File: src/rtl/pipeline_stage_reg.sv
// Inter-stage pipeline register: control + data fields, valid/ready handshake,
// hazard stall/flush, and an optional skid entry that registers in_ready.
module pipeline_stage_reg #(
    parameter int                    CTRL_WIDTH = 8,
    parameter int                    DATA_WIDTH = 160,
    parameter logic [CTRL_WIDTH-1:0] CTRL_NOP   = '0,
    parameter bit                    SKID       = 1'b1
) (
    input  logic                  clk,
    input  logic                  rst_n,
    input  logic                  in_valid,
    output logic                  in_ready,
    input  logic [CTRL_WIDTH-1:0] in_ctrl,
    input  logic [DATA_WIDTH-1:0] in_data,
    input  logic                  stall,
    input  logic                  flush,
    output logic                  out_valid,
    input  logic                  out_ready,
    output logic [CTRL_WIDTH-1:0] out_ctrl,
    output logic [DATA_WIDTH-1:0] out_data
);

    typedef enum logic [1:0] {ST_EMPTY, ST_ONE, ST_TWO} state_t;

    state_t                state_reg, state_next;
    logic [CTRL_WIDTH-1:0] main_ctrl_reg, skid_ctrl_reg;
    logic [DATA_WIDTH-1:0] main_data_reg, skid_data_reg;
    logic                  accept, emit;
    logic                  load_main_in, load_main_skid, load_skid;

    // With the skid entry, in_ready depends only on state and stall, never on out_ready.
    generate
        if (SKID) begin : g_skid
            assign in_ready = (state_reg != ST_TWO) & ~stall;
        end else begin : g_noskid
            assign in_ready = ((state_reg == ST_EMPTY) | out_ready) & ~stall;
        end
    endgenerate

    assign accept = in_valid & in_ready;
    assign emit   = (state_reg != ST_EMPTY) & out_ready & ~stall;

    always_ff @(posedge clk or negedge rst_n) begin
        if (!rst_n) begin
            state_reg <= ST_EMPTY;
        end else begin
            state_reg <= state_next;
        end
    end

    always_comb begin
        state_next = state_reg;
        if (flush) begin
            state_next = ST_EMPTY;
        end else begin
            case (state_reg)
                ST_EMPTY: if (accept) state_next = ST_ONE;
                ST_ONE: begin
                    if (accept && !emit)      state_next = SKID ? ST_TWO : ST_ONE;
                    else if (emit && !accept) state_next = ST_EMPTY;
                end
                ST_TWO:   if (emit) state_next = ST_ONE;
                default:  state_next = ST_EMPTY;
            endcase
        end
    end

    always_comb begin
        load_main_in   = 1'b0;
        load_main_skid = 1'b0;
        load_skid      = 1'b0;
        if (!flush) begin
            case (state_reg)
                ST_EMPTY: load_main_in = accept;
                ST_ONE: begin
                    load_main_in = accept & emit;
                    load_skid    = accept & ~emit;
                end
                ST_TWO:   load_main_skid = emit;
                default:  load_main_in = 1'b0;
            endcase
        end
        out_valid = (state_reg != ST_EMPTY);
        // Bubble guarantee: stale control bits never leak while invalid.
        out_ctrl  = out_valid ? main_ctrl_reg : CTRL_NOP;
        out_data  = main_data_reg;
    end

    always_ff @(posedge clk or negedge rst_n) begin
        if (!rst_n) begin
            main_ctrl_reg <= CTRL_NOP;
            main_data_reg <= '0;
        end else if (load_main_in) begin
            main_ctrl_reg <= in_ctrl;
            main_data_reg <= in_data;
        end else if (load_main_skid) begin
            main_ctrl_reg <= skid_ctrl_reg;
            main_data_reg <= skid_data_reg;
        end
    end

    always_ff @(posedge clk or negedge rst_n) begin
        if (!rst_n) begin
            skid_ctrl_reg <= CTRL_NOP;
            skid_data_reg <= '0;
        end else if (load_skid) begin
            skid_ctrl_reg <= in_ctrl;
            skid_data_reg <= in_data;
        end
    end

endmodule

File: config.mk
export PLATFORM = sky130hd
export DESIGN_NAME = pipeline_stage_reg
export DESIGN_NICKNAME = d
export VERILOG_FILES = /design/src/rtl/pipeline_stage_reg.sv
export SDC_FILE = /design/constraint.sdc
export NUM_CORES = 1
export LEC_CHECK = 0
export CAP_MARGIN = 10
export CORE_ASPECT_RATIO = 0.6
export CORE_MARGIN = 1.5
export CORE_UTILIZATION = 55
export CTS_CLUSTER_DIAMETER = 120
export DETAILED_ROUTE_END_ITERATION = 6
export PLACE_DENSITY = 0.89
export SYNTH_ARGS = -nofsm -noshare
export SYNTH_HDL_FRONTEND = slang
export SYNTH_SLANG_ARGS = --single-unit
File: constraint.sdc
create_clock -name clk -period 5.55 [get_ports clk]
set_input_delay 1.11 -clock clk [delete_from_list [all_inputs] [get_ports clk]]
set_output_delay 1.11 -clock clk [all_outputs]
set_load 0.02 [all_outputs]
Figure 1. Wires at chosen ports, followed through buffers.
Scale: 3 px per um.
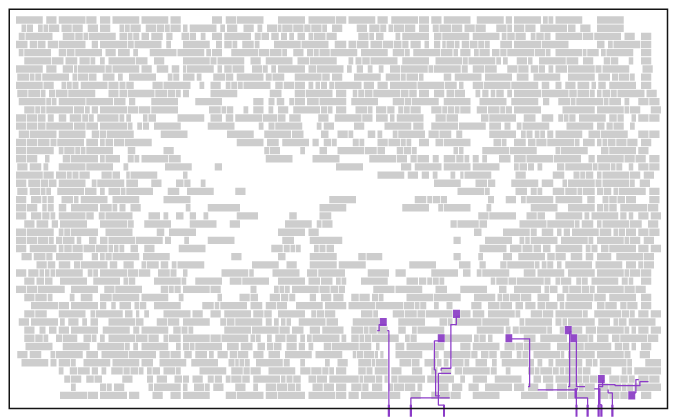
out_ctrl -> purple  # bits 8, direction output, end cells 8, wire 251 um
I/O Pins: 344
port bufs: 343

Figure 2. Wire density map.
Scale: 2 px per um. 22 x 13 tiles, from dark blue (low) to red (high), scaled to the fullest tile. Values are wire area over tile area, all layers added.
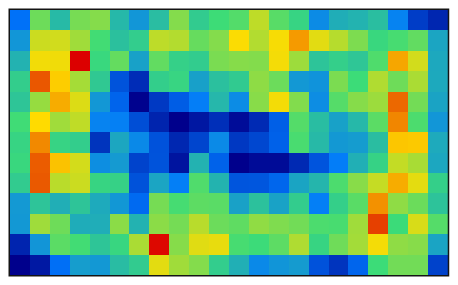
fullest tile = 0.60
emptiest ninth of the die = centre
nearly empty tiles = 1.4%
tiles over half the peak = 45%
mean over tiles = 0.28
gr usage total: 0.320
DRT Wirelength: 47.4 mm

==> results_slide.txt <==
Synthesis and Place & Route Summary

Clock network
  • Setup bufs post-CTS: 0
  • Clk slew on worst S/H paths: about 60 ps
  • Worst skew pair latency: 520 ps
  • TritonCTS clock tree: yes
  • Post-CTS sizing: 0
  • CTS Buf Count: 34
  • Clk sinks: 338

Floorplan
  • Core Region: between 20000 and 30000 um2
  • Init Core Util: 0.559
  • DIE WIDTH: around 220 um
  • Die ar.: 29000 um2

Run status
  • Status: finished clean

Critical path
  • Worst setup EP type: output port
  • Buf/Inv on CP: 1
  • Reg2Reg Launch Point: state_reg[0]
  • Critical path depth: 3
  • Worst path slowest cell: nor2_1
  • Family with the most delay on the worst path: simple AND/OR/NAND/NOR gates
  • Crit-path max cell delay: just over 700 ps
  • Crit Path Class: register to output port
  • Worst-path cell chain: nor2_1 -> nor2b_1 -> clkdlybuf4s50_1
  • CP Data Required Time: 4440 ps
  • Worst setup startpoint: state_reg[0]
  • Startpoint Class: register

Detailed routing
  • Antenna violation net count after detailed routing: 0
  • First drt pass iteration count: 7
  • Post-DR wirelength/cell: 23.7 um

Logic synthesis
  • Ys cells: 1380
  • Register share after synthesis: 0.550
  • Syn nets: 1556
  • Syn avg cell area: 11.1 um2
  • Cell taking the most area after synthesis: dfrtp_1

STA
  • Clock Skew: approximately 17 ps
  • Final setup viols: 0
  • Unrepaired setup endpoints after global routing: no
  • Max Slew Vio Count: 0
  • Fin crit share: 0.646
  • FMAX: 279 MHz
  • Max_slew headroom: 0.269
  • TNS Setup: 0 ps

Power
  • PD cells: between 300 and 400 nW/um2
  • Peak VDD IR: 0.000232 V
  • Leak Pwr: 7.49 nW

Global route
  • GRT overflow: 0
  • Largest net degree at the start of global routing: about 170

Job
  • OpenROAD warnings: 39

Placed design
  • GPL Wtd Cong: 0.825
  • Half-perimeter wire length after placement: 26.6 mm

Cells and area
  • Fin cells: between 1.5k and 2k
  • Layout cell share with drive strength beyond 1: 0.150
  • Area Overhead vs Synth: 29.1%

Worst hold path
  • Worst hold stages: 1
## synth_stat cells
master,count
or2_1,1
a211oi_1,168
clkbuf_1,111
a31oi_1,168
nor4bb_1,1
nand3_1,168
buf_1,5
ha_1,2
buf_2,25
clkinv_1,1
o21ai_0,168
a21o_1,2
a21oi_1,1
or3b_1,1
nor2b_1,11
mux2_2,168
nand2b_1,1
nor3b_1,1
nor2_1,3
dfrtp_1,338
buf_4,13
nand4bb_1,1
inv_1,2
buf_6,15
nand2_1,3
nor2_2,1
o32a_1,1
## final timing paths
| check | slack [ps] | end |
|---|---|---|
| max | 1960 | out_ctrl[0] |
| min | 510 | skid_data_reg[154] |
| max reg2reg | 2190 | skid_data_reg[85] |
| min reg2reg | 510 | skid_data_reg[154] |
| max in group asynchronous | 3660 | skid_data_reg[29] |
| min in group asynchronous | 680 | main_ctrl_reg[2] |
## per-stage QoR
stage / area [um2] / hold WS [ps] / util / setup WS [ps]
after global routing: 19900 / 517 / 0.722 / 1830
after floorplan: 15400 / 481 / - / 2940
after global placement: 18700 / 490 / 0.681 / 1660
after detailed placement: 18700 / 496 / 0.681 / 1610
after CTS: 19900 / 510 / 0.722 / 1970
final: 19900 / 508 / 0.722 / 1960
## metal layers
metal	vias up	routed length (um)	GRT usage
li1	5707	-	-
met1	6778	19400	0.458
met2	839	21800	0.488
met3	134	4760	0.0690
met4	4	1500	0.102
met5	-	27	0
## layout make-up
type | instances | area, um2
Antenna cell | 2 | 5.00
Clock buffer | 51 | 996
Clock inverter | 7 | 116
Fill cell | 1877 | 7660
Inverter | 3 | 13.8
Multi-Input combinational cell | 870 | 6140
Sequential cell | 338 | 8460
Tap cell | 367 | 459
Timing Repair Buffer | 361 | 3670
## worst reg2reg max path, stage by stage (launching register included)
cell and delay (ps):
dfrtp_1 510, nor2_1 710, nor2b_1 150, inv_1 90, ha_1 140, nand2_1 90
nor2_4 630, buf_12 430, mux2_2 490
## cells by family after synthesis
logic type / after synthesis / synth area share
and+or+nand+nor: 192 / 0.0642
muxes: 168 / 0.123
AOI/OAI and AO/OA: 508 / 0.207
DFF: 338 / 0.550
buffers and inverters: 172 / 0.0545
adders and majority gates: 2 / 0.00163
## where the power goes
part / leakage (nW) / total, mW / internal [mW] / switching [mW]
sequential: 4.03 / 3.42 / 3.07 / 0.347
clock: 0.541 / 2.34 / 1.38 / 0.956
combinational: 2.92 / 1.94 / 0.991 / 0.948
## placed cells by master, fill, tap and decap left out, types with 2 or more instances in the layout
master and count:
clkbuf_1 10, inv_1 2, nor2b_1 11, buf_4 11, dfrtp_1 338, clkinv_2 2, mux2_2 168, a211oi_1 168
a31oi_1 168, bufinv_16 3, nor2_1 3, nand3_1 168, ha_1 2, buf_12 8, nand2_1 2, diode_2 2
clkbuf_16 35, clkbuf_8 6, o21ai_0 168, clkdlybuf4s50_1 341
Power and IR drop assume default switching activity.
